==> images/wires.png <==
Only two layers are drawn.
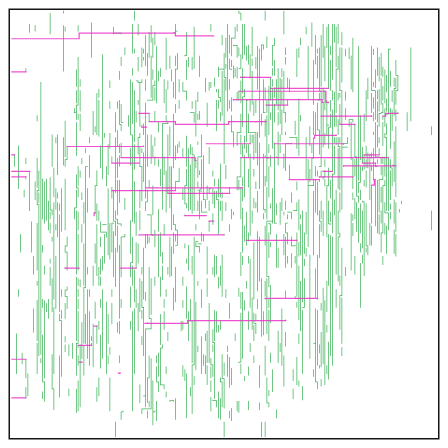
==> images/congestion.png <==
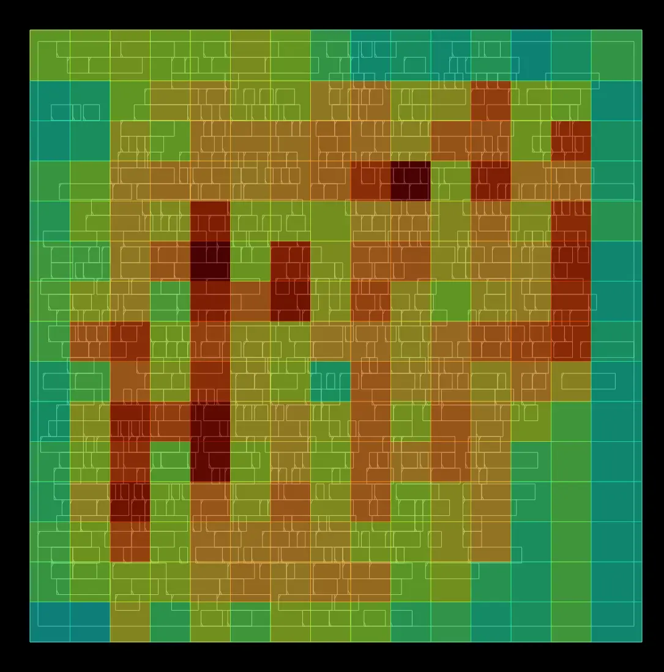
==> images/io_fan.png <==
The bar under the picture is 20 um long.
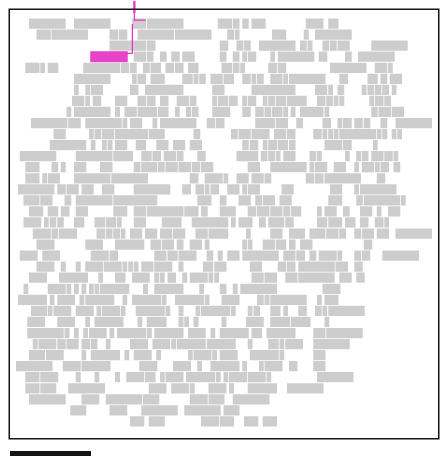
Design hcsr04_responder, sky130hd; sources not shown.
==> deck_impl_summary.md <==
Run Summary

Status
  • Status: finished clean

Critical path
  • Reg2Reg Depth: 16
  • CP most frequent cell: inv_1
  • CP required: 6080 ps
  • Startpoint Class: flop
  • Critical-path cell list: ha_1 -> inv_1 -> fa_1 -> inv_1 -> fa_1 -> inv_1 -> fa_1 -> inv_1 -> ha_1 -> nand2_1 -> o21ai_0 -> o311ai_0 -> nand3b_1 -> a21oi_1 -> xnor2_1 -> a2bb2oi_1
  • Arrival @ worst endpoint: 4820 ps
  • Crit-path max cell delay: 680 ps
  • Bufs and invs on worst path: 4
  • CP Capture Type: flop
  • R2r setup slk: 1260 ps
  • Slowest stage cell on the critical path: o311ai_0
  • Family with the most delay on the worst path: adder cells
  • Critical path class: flop to flop
  • Levels on crit path: 16
  • Worst Path Max Fanout: 5

Pwr
  • Switch Pwr: 498 uW
  • Cell Pwr Density: 239 nW/um2
  • Clock power frac: 31.2%
  • Comb power frac: 39.3%
  • Sw Ratio: 35.9%
  • P_int: 892 uW
  • Sequential power share: 29.5%
  • Peak supply drop: 0.171 mV
  • Leak Pwr: 0.00268 uW

Drt
  • Vias per std cell: 5.89
  • Drt drc: 0
  • Vias: 4339
  • Total Wirelength: 12500 um
  • Final ANT Viol Nets: 0
  • First-pass iteration count of the detailed router: 5
  • Initial drt markers: 243

Floorplan
  • Chip area: 11100 um2
  • Core footprint: 10300 um2
  • Chip width: 105 um
  • Fp_density: 51.7%
  • Die span in y: 105 um
  • Core Rows: 37

Final timing
  • RSZ-0062 raised after global routing: false
  • Hold Fails Final Rpt: 0
  • Final worst path period need: 4640 ps
  • Slew Limit Fails: 0
  • Setup ws final: 1260 ps
  • Final setup fails: 0
  • Final setup TNS: 0 ps
  • Tcrit/Tclk final: 78.7%
  • Slew Limit Headroom: 47.8%
  • Hold slack: 256 ps
  • Least-Margin Pin Slew: 781 ps
  • Fmax: 215 MHz

Logic synthesis
  • Syn_nets: 678
  • Asr flop ratio synth: 100%
  • #FFs+latches synth: 57
  • Post-synth seq share: 26.7%
  • Main flop type: dfrtp_1
  • YS warnings: 0
  • Post-Syn Instances: 589
  • Yosys stat chip area: 5340 um2
  • Avg Inst Size Synth: 9.06 um2
  • Number of distinct library cells after synthesis: 73
  • Number of cells in Yosys stat: 589
  • Netlist Area Pre-Place: 5340 um2
  • Flip-flops with a built-in enable: 0

Clock network
  • CTS tree: built
  • Total clock buffers created by CTS: 9
  • Clock slew at reported path FFs: 80 ps
  • Post-CTS Setup Bufs: 0
  • Clk_lat worst skew: 360 ps
  • Root buffer cell: clkbuf_8
  • Post-CTS Resized: 0
  • Clk sink count: 57
  • Bufs on Longest Clock Path: 2
  • CTS Hold Bufs: 0
  • H-tree depth: 3

Placement
  • Pre-CTS WS: 1300 ps
  • DPL Wire Length: 9660 um
  • Global placement routability congestion: 0.917

GRT
  • GR Overflow Total: 0
  • Vias in the first global route: 4402
  • First-pass GRT wire length: 21200 um
  • Pin count of the biggest net entering global routing: 58
  • Initial antenna violation count: 0

Final layout
  • Final Core Density: 56.3%
  • Antenna diode count: 0
  • Syn-to-layout area delta: 8.79%
  • Top Layout Cells: 87 x inv_1, 57 x dfrtp_1, 53 x ha_1
  • Total Nets Final: 685
  • Commonest Layout Cell: inv_1
  • Share of layout cells above drive strength 1: 8.99%
  • Max reg flops: 21

Job
  • Max_cap viols: 0
  • Tool Warnings: 31

Min path
  • Worst min path class: flop to flop
  • Hold Path Stages: 0
About wires.png:
magenta -> metal 3  # wire length 510 um
green -> metal 2  # wire length 5780 um
GRT Overall Usage: 25.0%
per-cell routed wire length: 16.9 um

About congestion.png:
met2 GRT Util: 38.8%
gr busiest metal: met2
routing usage on met1: 32.6%
M3 GR Usage: 5.81%

About io_fan.png:
magenta -> echo  # bits 1, direction output, edge north, end cells 1, buffers 1, wire 13.5 um
I/O pin cnt: 16
IO buf count: 15

## metrics by stage
step / instance area, um2 / cells / power, uW
6_report: 5810 / 737 / 1390
4_1_cts: 5810 / 737 / 1400
2_1_floorplan: 5340 / 589 / 854
3_5_place_dp: 5580 / 721 / 961
5_1_grt: 5810 / 737 / 1490
3_3_place_gp: 5580 / 721 / 949
## power by group through the flow
stage | logic (uW) | clock network [uW] | registers, uW
4_1_cts | 552 | 439 | 410
6_report | 546 | 434 | 410
2_1_floorplan | 442 | 0 | 412
3_3_place_gp | 532 | 0 | 417
5_1_grt | 627 | 455 | 412
3_5_place_dp | 544 | 0 | 418
## layout make-up
cell class | count | area (um2)
clock inverter | 7 | 103
multi-input combinational | 423 | 3490
sequential | 57 | 1430
fill | 935 | 4520
inverter | 88 | 330
clock buffer | 9 | 124
timing repair buffer | 17 | 165
tap | 136 | 170
## synthesized netlist by cell type (all sizes together), types with 5 or more instances
cell	number	area [um2]
nand2b	8	50.1
nand3	20	105
o32ai	5	43.8
nand2	28	105
inv	88	330
dfrtp	57	1430
clkbuf	15	56.3
fa	23	460
xor2	14	123
a31o	5	43.8
a31oi	6	37.5
nor3b	5	37.5
and3	6	37.5
ha	53	663
mux2	9	101
o22a	11	96.3
o31ai	5	42.5
o21ai	19	98.8
buf	6	36.3
xnor2	27	236
nor4	6	56.3
nor2b	9	56.3
and4	5	43.8
nor2	34	135
a21oi	20	111
nand4	17	113
or2	6	37.5
nor3	18	95.1
or3	10	82.6
## logic make-up after synthesis
family | share of synthesized area, %
compound gates | 14.8
fa+ha+maj | 21.0
simple gates | 19.9
buf+inv | 7.92
xor+xnor | 7.15
flops | 26.7
mux | 2.46
## per-layer routing
layer	global-route usage, %	wire [um]
met2	38.8	5780
met4	7.75	210
met1	32.6	5960
met3	5.81	509
met5	-	0
## worst register-to-register path, stage by stage (launching register included)
cell and delay, ps:
dfrtp_1 440, ha_1 380, inv_1 80, fa_1 470
inv_1 50, fa_1 520, inv_1 50, fa_1 520
inv_1 40, ha_1 330, nand2_1 80, o21ai_0 140
o311ai_0 680, nand3b_1 150, a21oi_1 230, xnor2_1 140
a2bb2oi_1 150
Power and IR drop assume default switching activity.
